## config.mk

```make
export PLATFORM = sky130hd
export DESIGN_NAME = bluejay_data_if_flat
export DESIGN_NICKNAME = d
export VERILOG_FILES = /design/src/rtl/bluejay_data_if_if.sv /design/src/rtl/bluejay_data_if.sv /design/src/flat_wrapper.sv
export SDC_FILE = /design/constraint.sdc
export NUM_CORES = 1
export LEC_CHECK = 0
export ABC_AREA = 1
export CAP_MARGIN = 30
export CORE_UTILIZATION = 30
export CTS_BUF_LIST = sky130_fd_sc_hd__clkbuf_4 sky130_fd_sc_hd__clkbuf_8 sky130_fd_sc_hd__clkbuf_16
export DETAILED_ROUTE_END_ITERATION = 6
export SETUP_SLACK_MARGIN = 0.5
export SLEW_MARGIN = 20
export SYNTH_ARGS = -nofsm -noshare
export SYNTH_HDL_FRONTEND = slang
export SYNTH_SLANG_ARGS = --single-unit
export TNS_END_PERCENT = 100
```

## constraint.sdc

```tcl
create_clock -name fpga_clk -period 2.9 [get_ports fpga_clk]
set_input_delay 0.58 -clock fpga_clk [delete_from_list [all_inputs] [get_ports fpga_clk]]
set_output_delay 0.58 -clock fpga_clk [all_outputs]
set_load 0.005 [all_outputs]
```

## src/rtl/bluejay_data_if_if.sv

```systemverilog
// Bluejay SLM data-port bundle: FIFO read side plus display output pins.
//   slave  : view of the streaming block (bluejay_data_if).
//   master : view of the surrounding logic (FIFO, frame control, pins).
// Signals:
//   next_frame_rdy, line_of_data_available, fifo_empty, fifo_data_out[31:0],
//   invert_o           -> into the streamer
//   get_next_word, data_o[31:0], sync_o, valid_o, update_o -> out of the streamer
interface bluejay_data_if_if;
    localparam int unsigned DATA_W = 32;

    logic              next_frame_rdy;
    logic [DATA_W-1:0] fifo_data_out;
    logic              line_of_data_available;
    logic              fifo_empty;
    logic              invert_o;
    logic              get_next_word;
    logic [DATA_W-1:0] data_o;
    logic              sync_o;
    logic              valid_o;
    logic              update_o;

    modport slave (
        input  next_frame_rdy, fifo_data_out, line_of_data_available,
               fifo_empty, invert_o,
        output get_next_word, data_o, sync_o, valid_o, update_o
    );

    modport master (
        output next_frame_rdy, fifo_data_out, line_of_data_available,
               fifo_empty, invert_o,
        input  get_next_word, data_o, sync_o, valid_o, update_o
    );
endinterface

```

## src/rtl/bluejay_data_if.sv

```systemverilog
// Streams pixel words from the line-buffer FIFO to the Bluejay SLM data port.
// A frame starts on next_frame_rdy; each line emits one sync_o strobe followed
// by WORDS_PER_LINE valid_o words; after the last line update_o pulses for
// UPDATE_CYCLES clocks.
// Ports:
//   fpga_clk  : clock, rising edge
//   reset_all : asynchronous active-low reset
//   bus       : bluejay_data_if_if.slave (FIFO read side + display pins)
// Optional: define BLUEJAY_INVERT_EN to XOR pixel data with invert_o;
//   otherwise invert_o is ignored and data passes through unmodified.
module bluejay_data_if #(
    parameter int unsigned WORDS_PER_LINE  = 40,
    parameter int unsigned LINES_PER_FRAME = 1024,
    parameter int unsigned UPDATE_CYCLES   = 2
) (
    input  logic                fpga_clk,
    input  logic                reset_all,
    bluejay_data_if_if.slave    bus
);
    localparam int unsigned DATA_W = 32;
    localparam int unsigned WORD_W = (WORDS_PER_LINE  > 1) ? $clog2(WORDS_PER_LINE)  : 1;
    localparam int unsigned LINE_W = (LINES_PER_FRAME > 1) ? $clog2(LINES_PER_FRAME) : 1;
    localparam int unsigned AUX_W  = $clog2(UPDATE_CYCLES + 2);

    typedef enum logic [2:0] {
        IDLE,
        WAIT_LINE,
        LINE,
        DRAIN,
        UPDATE
    } state_e;

    state_e              state_q, state_d;
    logic [WORD_W-1:0]   word_cnt_q, word_cnt_d;
    logic [LINE_W-1:0]   line_cnt_q, line_cnt_d;
    logic [AUX_W-1:0]    aux_cnt_q, aux_cnt_d;
    logic                rd_q;
    logic                sync_q, sync_d;
    logic                valid_q, valid_d;
    logic                update_q, update_d;
    logic [DATA_W-1:0]   data_q, data_d;
    logic [DATA_W-1:0]   pix_c;
    logic                rd_c;

    // Pixel word as presented by the FIFO one cycle after the read.
`ifdef BLUEJAY_INVERT_EN
    assign pix_c = bus.fifo_data_out ^ {DATA_W{bus.invert_o}};
`else
    logic unused_invert;
    assign unused_invert = bus.invert_o;
    assign pix_c = bus.fifo_data_out;
`endif

    // Next-state, counters and output pipeline.
    always_comb begin
        state_d    = state_q;
        word_cnt_d = word_cnt_q;
        line_cnt_d = line_cnt_q;
        aux_cnt_d  = aux_cnt_q;
        rd_c       = 1'b0;

        case (state_q)
            IDLE: begin
                if (bus.next_frame_rdy) begin
                    state_d    = WAIT_LINE;
                    line_cnt_d = '0;
                end
            end
            WAIT_LINE: begin
                if (bus.line_of_data_available && !bus.fifo_empty) begin
                    state_d    = LINE;
                    word_cnt_d = '0;
                end
            end
            LINE: begin
                // Empty FIFO simply stalls the line; the count holds.
                rd_c = ~bus.fifo_empty;
                if (rd_c) begin
                    word_cnt_d = word_cnt_q + WORD_W'(1);
                    if (word_cnt_q == WORD_W'(WORDS_PER_LINE - 1)) begin
                        state_d   = DRAIN;
                        aux_cnt_d = '0;
                    end
                end
            end
            DRAIN: begin
                // Two cycles let the last word reach data_o.
                aux_cnt_d = aux_cnt_q + AUX_W'(1);
                if (aux_cnt_q == AUX_W'(1)) begin
                    aux_cnt_d = '0;
                    if (line_cnt_q == LINE_W'(LINES_PER_FRAME - 1)) begin
                        state_d = UPDATE;
                    end else begin
                        state_d    = WAIT_LINE;
                        line_cnt_d = line_cnt_q + LINE_W'(1);
                    end
                end
            end
            UPDATE: begin
                aux_cnt_d = aux_cnt_q + AUX_W'(1);
                if (aux_cnt_q == AUX_W'(UPDATE_CYCLES - 1)) begin
                    aux_cnt_d = '0;
                    state_d   = IDLE;
                end
            end
            default: state_d = IDLE;
        endcase

        // Sync precedes the first valid word, so it tracks the first actual read.
        sync_d   = rd_c && (word_cnt_q == '0);
        valid_d  = rd_q;
        data_d   = rd_q ? pix_c : data_q;
        update_d = (state_d == UPDATE);
    end

    always_ff @(posedge fpga_clk or negedge reset_all) begin
        if (!reset_all) begin
            state_q    <= IDLE;
            word_cnt_q <= '0;
            line_cnt_q <= '0;
            aux_cnt_q  <= '0;
            rd_q       <= 1'b0;
            sync_q     <= 1'b0;
            valid_q    <= 1'b0;
            update_q   <= 1'b0;
            data_q     <= '0;
        end else begin
            state_q    <= state_d;
            word_cnt_q <= word_cnt_d;
            line_cnt_q <= line_cnt_d;
            aux_cnt_q  <= aux_cnt_d;
            rd_q       <= rd_c;
            sync_q     <= sync_d;
            valid_q    <= valid_d;
            update_q   <= update_d;
            data_q     <= data_d;
        end
    end

    // FIFO read enable is combinational so a newly empty FIFO is never read.
    assign bus.get_next_word = rd_c;
    assign bus.data_o        = data_q;
    assign bus.sync_o        = sync_q;
    assign bus.valid_o       = valid_q;
    assign bus.update_o      = update_q;
endmodule

```

## src/flat_wrapper.sv

```systemverilog
// flat-port wrapper written by rule: the top's interface ports become plain ports
module bluejay_data_if_flat 
#(
    parameter int unsigned WORDS_PER_LINE  = 40,
    parameter int unsigned LINES_PER_FRAME = 1024,
    parameter int unsigned UPDATE_CYCLES   = 2
)
  (fpga_clk, reset_all, bus_next_frame_rdy, bus_fifo_data_out, bus_line_of_data_available, bus_fifo_empty, bus_invert_o, bus_get_next_word, bus_data_o, bus_sync_o, bus_valid_o, bus_update_o);
  bluejay_data_if_if bus_i ();
  input  logic fpga_clk;
  input  logic reset_all;
  input wire logic [$bits(bus_i.next_frame_rdy)-1:0] bus_next_frame_rdy;
  input wire logic [$bits(bus_i.fifo_data_out)-1:0] bus_fifo_data_out;
  input wire logic [$bits(bus_i.line_of_data_available)-1:0] bus_line_of_data_available;
  input wire logic [$bits(bus_i.fifo_empty)-1:0] bus_fifo_empty;
  input wire logic [$bits(bus_i.invert_o)-1:0] bus_invert_o;
  output wire logic [$bits(bus_i.get_next_word)-1:0] bus_get_next_word;
  output wire logic [$bits(bus_i.data_o)-1:0] bus_data_o;
  output wire logic [$bits(bus_i.sync_o)-1:0] bus_sync_o;
  output wire logic [$bits(bus_i.valid_o)-1:0] bus_valid_o;
  output wire logic [$bits(bus_i.update_o)-1:0] bus_update_o;
  assign bus_i.next_frame_rdy = bus_next_frame_rdy;
  assign bus_i.fifo_data_out = bus_fifo_data_out;
  assign bus_i.line_of_data_available = bus_line_of_data_available;
  assign bus_i.fifo_empty = bus_fifo_empty;
  assign bus_i.invert_o = bus_invert_o;
  assign bus_get_next_word = bus_i.get_next_word;
  assign bus_data_o = bus_i.data_o;
  assign bus_sync_o = bus_i.sync_o;
  assign bus_valid_o = bus_i.valid_o;
  assign bus_update_o = bus_i.update_o;
  bluejay_data_if #(.WORDS_PER_LINE(WORDS_PER_LINE), .LINES_PER_FRAME(LINES_PER_FRAME), .UPDATE_CYCLES(UPDATE_CYCLES)) u_core (.fpga_clk(fpga_clk), .reset_all(reset_all), .bus(bus_i));
endmodule
```

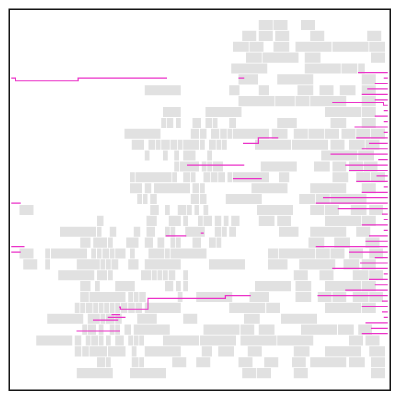
Figure 1: run 1, the metal 3 layer.
Drawn at 4 px/um. Cells faint in the background.
The layer holds 8.8% of the routed length. The layer carries 441 um of wire. 59 nets have wire on it. The longest straight run is 22.1 um.
vias: 1956
M3 GR Usage: 4.27%
Post-Route WL: 5030 um

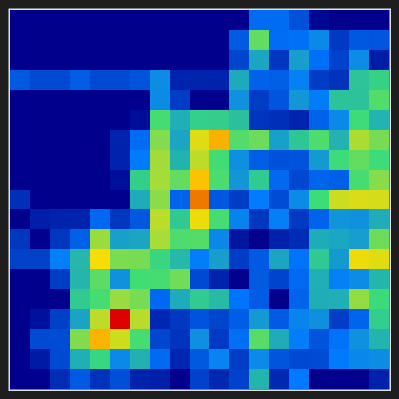
Figure 2: run 1, wire density map.
Drawn at 4 px/um. 19 x 19 tiles, from dark blue (low) to red (high), scaled to the fullest tile. Values are wire area over tile area, all layers added.
The densest ninth of the die: middle. The mean over all tiles is 0.092. The fullest tile reaches 0.39. 16% of the tiles are over half the peak.
Routed WL per cell: 11.5 um
gr usage total: 12.0%

==> flow_summary.ini, run 1 <==
; yosys + openroad results
[synth]
ys_cells = 247
yosysUniqueCellTypes = 30
yosys.area_share.aoi_pct = 5.08
syn_inst = 247
async_flop_share_pct = 100
ys.flops = 57
ys_sh_xor_pct = 0.677
syn_nets = 288
yosysWarnings = 0
synth-main-ff-cell = dfrtp_1
ys_seq_share_pct = 55.1
simple_gate_share_pct = 18.6
synth.most_common_cell = dfrtp_1
adder_share_pct = 1.45
ys_area_um2 = 2590
mux_area_share_pct = 13.9
yosys.area.top_type = dfrtp_1
ys_top_cells_by_count = 57 x dfrtp_1, 44 x nand2_1, 28 x mux2_2, 23 x inv_1, 23 x nand3_1
edf_count = 0
yosysTopAreaCellShare_pct = 55.1
area_leaders = dfrtp_1 55%, mux2_2 12%, nand2_1 6.4%
avgSynthCellArea_um2 = 10.5
synth_area_um2 = 2590

[worst_setup_path]
slowest_delay_ps = 490
worstSetupPathType = in -> out
cp_slowest_cell = clkdlybuf4s50_1
arrival_ps = 1750
crit_buf_inv = 4
crit_required_ps = 2320
worstPathCellList = clkdlybuf4s50_1 > inv_1 > nand2_2 > inv_2 > clkdlybuf4s50_1
critPathLaunchType = primary input
critPathMostFrequentCell = clkdlybuf4s50_1
cp_max_fo = 6
critPathTopFamily = buffers and inverters

[clock_tree]
htreeDepth = 3
cts_buffer_depth = 2
cts_tree = yes
clock-root-buffer = clkbuf_8
ctsHoldBuffers = 0
path_clk_slew_ps = 70
clkLatencyLatePin_ps = 330
cts_made_buffers = 9
ctsResizeCount = 2

[pwr]
comb_power_share_pct = 36.6
swShare_pct = 29.9
power_leader = sequential cells
total_power_mw = 3.00
intPower_mw = 2.10
p_clk_share_pct = 21.9
pg_clk_mw = 0.657
p_per_area_nw_per_um2 = 830
seq_power_share_pct = 41.5
powerSeq_mw = 1.25

[floorplan]
fp_util_pct = 31.2
rows = 33
coreArea_um2 = 8300
dieArea_um2 = 9000
taps = 105
die_y_um = 94.9
die_w_um = 94.9

[detailed_routing]
first_iter_violations = 79
drt-met1-wl_um = 2450
vias_per_cell = 4.47
dr.pass1.iters = 4
wl_met3_um = 441
dr_wl_met2_um = 2040
highest_layer = met4
drtAntennaViolNets = 0

[final_timing]
finalHoldViolCount = 0
setup_slack_ps = 572
fin_crit_ps = 2330
drv_slew = 0
fin_worst_skew_ps = 6.00
slew_headroom_pct = 57.8
tns_ps = 0
setup_violations = 0
tightestPinTransition_ps = 634
grt_setup_unrepaired = false

[placed_design]
io_buffers = 72
place_inst = 420
dpl-instance-area_um2 = 3410
post-place-ws_ps = 484

[cells_and_area]
clk_share_pct = 5.02
nets = 369
layout-drive-gt1-share_pct = 20.4
largest_class = registers
fillerInstances = 802
comb_area_um2 = 1040
post-route-util_pct = 43.5
layout_top_cell = clkdlybuf4s50_1
seq_share_pct = 39.5
instances_no_fill = 438
logic_gates = 160
antenna_cells = 0
lay_top_cells = 71 x clkdlybuf4s50_1, 57 x dfrtp_1, 43 x nand2_1, 28 x mux2_2, 23 x nand3_1
seq_area_um2 = 1430
nClkBuffers = 10
area_delta_synth_final_pct = 39.6
comb_area_share_pct = 28.7
inv_count = 24
buffer_area_share_pct = 20.6
largest_reg_flops = 32
buffers = 76

[grt]
grt_max_degree = 52
antenna_found_initial = 0
grt_pass1_wl_um = 8210
grt_busiest_layer = met2
gr-usage-met1_pct = 15.3
grt_pass1_vias = 1785
overflow = 0

[run]
tool_warnings = 28
maxCapViolCount = 0

[status]
run_status = finished clean
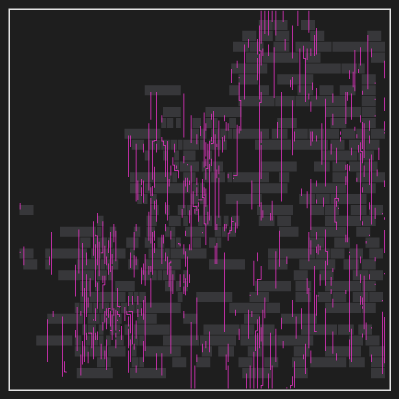
Figure 3: run 1, metal 2.
Drawn at 4 px/um. Cells faint in the background.
The longest straight run is 27.2 um. The layer holds 41% of the routed length.
met2 Usage GRT: 17.7%

==> run 1: worst paths after layout <==
| kind | start | end | slack (ps) | cells after the start |
|---|---|---|---|---|
| max | bus_fifo_empty | bus_get_next_word | 570 | 5 |
| min | reset_all | u_core.bus.data_o[19]$_DFFE_PN0P_ | 60 | 1 |
| max reg2reg | u_core.line_cnt_q[0]$_DFFE_PN0P_ | u_core.line_cnt_q[9]$_DFFE_PN0P_ | 1110 | 8 |
| min reg2reg | u_core.bus.data_o[6]$_DFFE_PN0P_ | u_core.bus.data_o[6]$_DFFE_PN0P_ | 480 | 1 |
| max in group asynchronous | reset_all | u_core.state_q[0]$_DFF_PN0_ | 1980 | 2 |
| min in group fpga_clk | u_core.bus.data_o[6]$_DFFE_PN0P_ | u_core.bus.data_o[6]$_DFFE_PN0P_ | 480 | 1 |
## Run 2: what changed since run 1
Clock period 2.9 ns to 2.3 ns, I/O delays scaled along.
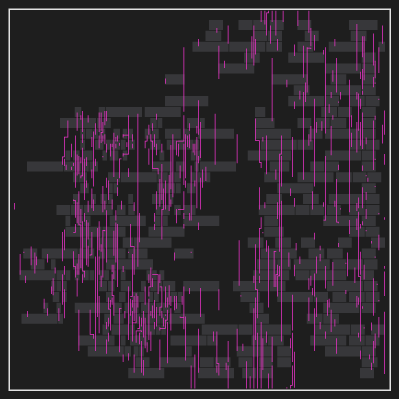
Figure 4: run 2, metal 2.
Drawn at 4 px/um. Cells faint in the background.
The wires run mostly vertical. 313 nets have wire on it. The longest straight run is 38.1 um.
met2 Usage GRT: 19.6%
Post-Route WL: 5300 um
vias: 2014

==> run 2 against run 1 <==
  * Wire length grew 5.5%
  * First-iteration DRC count down 42%
  * Clock skew rose by 1.7 ps
  * Via count increased by 3.0%
  * Sequential share of layout area decreased by 0.77 points
  * Cell count rose by 0.46%
  * Synthesized cell count did not move
  * Sequential power rose by 25%
  * Count of clock-buffer cells in the layout grew 1
  * Non-clock buffer count is 2 higher
  * Critical path type is now reg -> out
  * Clock power rose by 61%
==> flow_summary.ini, run 2 <==
; yosys + openroad results
[synth]
synth_area_um2 = 2590
avgSynthCellArea_um2 = 10.5
mux_area_share_pct = 13.9
synth-main-ff-cell = dfrtp_1
yosys.area.top_type = dfrtp_1
edf_count = 0
ys_sh_xor_pct = 0.677
syn_nets = 288
yosys.area_share.aoi_pct = 5.08
yosysWarnings = 0
adder_share_pct = 1.45
ys_cells = 247
ys_top_cells_by_count = 57 x dfrtp_1, 44 x nand2_1, 28 x mux2_2, 23 x inv_1, 23 x nand3_1
syn_inst = 247
synth.most_common_cell = dfrtp_1
yosysUniqueCellTypes = 30
area_leaders = dfrtp_1 55%, mux2_2 12%, nand2_1 6.4%
simple_gate_share_pct = 18.6
yosysTopAreaCellShare_pct = 55.1
ys.flops = 57
ys_seq_share_pct = 55.1
ys_area_um2 = 2590
async_flop_share_pct = 100

[floorplan]
die_w_um = 94.9
rows = 33
fp_util_pct = 31.2
die_y_um = 94.9
dieArea_um2 = 9000
coreArea_um2 = 8300

[worst_setup_path]
crit_end = bus_get_next_word
cp_slowest_cell = dfrtp_1
critPathTopFamily = flip-flops
r2r_cells = 8
cp_max_fo = 2
critPathLaunchType = register
crit_required_ps = 1840
r2r_start = u_core.line_cnt_q[0]$_DFFE_PN0P_
reg2reg_setup_slack_ps = 660
crit_start = u_core.state_q[1]$_DFF_PN0_
worstPathCellList = inv_1 > nor3_4 > nand2_2 > inv_2 > buf_2
slowest_delay_ps = 360
worstSetupPathType = reg -> out
r2r_end = u_core.line_cnt_q[9]$_DFFE_PN0P_
cp_num_cells = 5
crit_buf_inv = 3
arrival_ps = 1250

[pwr]
swShare_pct = 28.2
total_power_mw = 4.04
intPower_mw = 2.90
p_clk_share_pct = 26.3
seq_power_share_pct = 38.7
vdd_drop_max_mv = 0.481
comb_power_share_pct = 35.0
p_per_area_nw_per_um2 = 1100

[final_timing]
setup_violations = 0
finalHoldViolCount = 0
fin_crit_ps = 1710
tns_ps = 0
setup_slack_ps = 591
tightestPinTransition_ps = 409
post-route-period-util_pct = 74.3
grt_setup_unrepaired = false
slew_headroom_pct = 72.7
drv_slew = 0
fin_worst_skew_ps = 7.66

[detailed_routing]
first_iter_violations = 46
drt-met1-wl_um = 2520
post_drt_wl_per_cell_um = 12.0
highest_layer = met4
drtAntennaViolNets = 0
dr_wl_met2_um = 2250
dr.pass1.iters = 4
wl_met3_um = 434
vias_per_cell = 4.58

[placed_design]
place_inst = 421
post-place-ws_ps = 186
io_buffers = 72
dpl-instance-area_um2 = 3430

[cells_and_area]
nets = 371
layout-drive-gt1-share_pct = 21.5
area_delta_synth_final_pct = 42.5
fillerInstances = 785
layout_top_cell = clkdlybuf4s50_1
post-route-util_pct = 44.4
instances_no_fill = 440
lay_top_cells = 70 x clkdlybuf4s50_1, 56 x dfrtp_1, 43 x nand2_1, 28 x mux2_2, 23 x nand3_1
antenna_cells = 0
largest_reg_flops = 32

[clock_tree]
clkLatencyLatePin_ps = 330
cts_tree = yes
cts_made_buffers = 9
clock-root-buffer = clkbuf_8
htreeDepth = 3
clock_sinks = 57
ctsHoldBuffers = 0
path_clk_slew_ps = 70
ctsResizeCount = 7
cts_buffer_depth = 2

[grt]
grt_max_degree = 58
grt_use_met3_pct = 4.27
grt_busiest_layer = met2
track_usage_pct = 12.6
antenna_found_initial = 0
grt_pass1_vias = 1888
overflow = 0
gr-usage-met1_pct = 15.5
grt_pass1_wl_um = 8560

[run]
maxCapViolCount = 0
tool_warnings = 28

[status]
run_status = finished clean

[worst_hold_path]
hold_class = in -> async
-- run 2: power by group through the flow --
| stage | registers (mW) | clock network, mW | logic [mW] |
|---|---|---|---|
| finish | 1.56 | 1.06 | 1.41 |
| global placement | 1.56 | 0 | 1.37 |
| detailed placement | 1.58 | 0 | 1.39 |
| global route | 1.61 | 1.15 | 1.55 |
| floorplan | 1.59 | 0 | 0.622 |
| CTS | 1.56 | 1.11 | 1.43 |
-- run 2: cell type report --
type	count	area (um^2)	share of cell area [%]
Multi-Input combinational cell	160	1050	28.4
Timing Repair Buffer	78	768	20.8
Tap cell	105	131	3.56
Sequential cell	57	1430	38.7
Clock inverter	5	78.8	2.14
Clock buffer	11	145	3.94
Inverter	24	90.1	2.44
## Run 3: what changed since run 2
Clock period 2.3 ns to 1.6 ns, I/O delays scaled along.
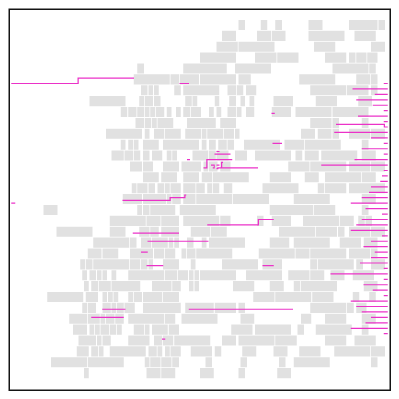
Figure 5: run 3, the metal 3 layer.
Drawn at 4 px/um. Cells faint in the background.
Post-Route WL: 6760 um
M3 GR Usage: 3.95%
vias: 2254

==> run 3 against run 2 <==
  * Critical path depth is the same
  * Critical path type unchanged
  * Wire length grew 28%
  * Non-clock buffer count grew 33
  * Count of clock-buffer cells in the layout grew 1
  * Highest routed layer unchanged
  * Sequential cell count is the same
  * Hold slack gained 360 ps
  * Setup slack lost 540 ps
  * Critical endpoint unchanged
  * Area after synthesis is the same
  * Register-to-register slack lost 580 ps
  * Via count grew 12%
==> flow_summary.ini, run 3 <==
; yosys + openroad results
[placed_design]
dpl-instance-area_um2 = 3530
place_inst = 431
io_buffers = 72
place.gp.congestion = 0.729
dp_hpwl_um = 3700
post-place-ws_ps = -145

[clock_tree]
ctsResizeCount = 192
clkLatencyLatePin_ps = 340
cts_tree = yes
htreeDepth = 3
cts_buffer_depth = 2
path_clk_slew_ps = 70
clock-root-buffer = clkbuf_8
post_cts_buffers = 14
ctsHoldBuffers = 1
clock_sinks = 57
cts_made_buffers = 9

[pwr]
cellLeakagePower_nw = 2.01
intPower_mw = 4.46
pg_clk_mw = 1.60
total_power_mw = 6.46
comb-power_mw = 2.61
p_per_area_nw_per_um2 = 1540
p_clk_share_pct = 24.7
comb_power_share_pct = 40.4
vdd_drop_max_mv = 0.588
power_switching_mw = 2.00
powerSeq_mw = 2.25
swShare_pct = 30.9
seq_power_share_pct = 34.9
power_leader = combinational cells

[worst_setup_path]
crit_end = bus_get_next_word
critPathCaptureType = output pin
crit_required_ps = 1280
reg2reg_setup_slack_ps = 80
r2r_cells = 10
worstSetupPathType = reg -> out
crit_start = u_core.state_q[1]$_DFF_PN0_
r2r_start = u_core.state_q[1]$_DFF_PN0_
arrival_ps = 1230
cp_max_fo = 2
r2r_end = u_core.aux_cnt_q[1]$_DFFE_PN0P_
critPathLaunchType = register

[run]
tool_warnings = 31
maxCapViolCount = 0

[worst_hold_path]
hold_depth = 2
hp-start = u_core.aux_cnt_q[0]$_DFFE_PN0P_
holdPathEnd = u_core.aux_cnt_q[0]$_DFFE_PN0P_
hold_class = reg -> reg

[final_timing]
drv_slew = 0
whs_ps = 486
tightestPinTransition_ps = 315
fin_crit_ps = 1550
fmax_mhz = 645
post-route-period-util_pct = 96.9
fin_worst_skew_ps = 7.68
finalHoldViolCount = 0
slew_headroom_pct = 79.0
setup_slack_ps = 49.7
grt_setup_unrepaired = true
tns_ps = 0
setup_violations = 0

[synth]
ys.flops = 57
async_flop_share_pct = 100
syn_inst = 247
yosysUniqueCellTypes = 30
ys_area_um2 = 2590
synth-main-ff-cell = dfrtp_1
ys_cells = 247
edf_count = 0
synth.most_common_cell = dfrtp_1
ys_seq_share_pct = 55.1
yosys.area.top_type = dfrtp_1
yosysWarnings = 0
synth_area_um2 = 2590
syn_nets = 288
avgSynthCellArea_um2 = 10.5
area_leaders = dfrtp_1 55%, mux2_2 12%, nand2_1 6.4%
yosysTopAreaCellShare_pct = 55.1
ys_top_cells_by_count = 57 x dfrtp_1, 44 x nand2_1, 28 x mux2_2, 23 x inv_1, 23 x nand3_1

[floorplan]
coreArea_um2 = 8300
die_y_um = 94.9
rows = 33
die_w_um = 94.9
pin_count = 74
dieArea_um2 = 9000
fp_util_pct = 31.2

[cells_and_area]
layout-drive-gt1-share_pct = 47.4
largest_reg_flops = 32
antenna_cells = 0
nets = 407
lay_top_cells = 56 x dfrtp_1, 36 x buf_2, 35 x nand2_1, 35 x clkdlybuf4s50_1, 32 x mux2_4
fin_area_um2 = 4200
area_delta_synth_final_pct = 62.3
post-route-util_pct = 50.6
instances_no_fill = 476
layout_top_cell = dfrtp_1

[detailed_routing]
drc = 0
drtAntennaViolNets = 0
dr_wl_met2_um = 3100
highest_layer = met4
post_drt_wl_per_cell_um = 14.2
first_iter_violations = 78
wl_met3_um = 413
dr.pass1.iters = 5
drt-met1-wl_um = 3120
vias_per_cell = 4.74

[grt]
antenna_found_initial = 0
grt_pass1_wl_um = 9510
grt_max_degree = 58
track_usage_pct = 13.9
gr-usage-met1_pct = 17.1
overflow = 0
grt_pass1_vias = 2071
grt_busiest_layer = met2
grt.met2_usage_pct = 22.1

[status]
run_status = finished clean
[run 3: area by class of cell]
type / instances / area [um^2]
clock buffer: 12 / 165
inverter: 24 / 95.1
tap: 105 / 131
fill: 724 / 4100
timing repair buffer: 111 / 945
multi-input combinational: 163 / 1360
clock inverter: 4 / 73.8
sequential: 57 / 1430
[run 3: worst max-delay path: stages (launching register included)]
cell and delay [ps]:
dfrtp_1 360, inv_2 60, nor3_4 220, nand2_2 90, inv_2 80, buf_6 90
[run 3: logic make-up (layout without fill, tap and decap cells)]
group / count (synthesis) / count (layout) / share of synthesized area [%]
flops: 57 / 57 / 55.1
buf+inv: 30 / 151 / 5.13
simple gates: 101 / 104 / 18.6
mux: 32 / 32 / 13.9
fa+ha+maj: 3 / 3 / 1.45
xor+xnor: 2 / 2 / 0.677
compound gates: 22 / 22 / 5.08
Power figures rest on the tool's default switching activity, not on a simulated workload.
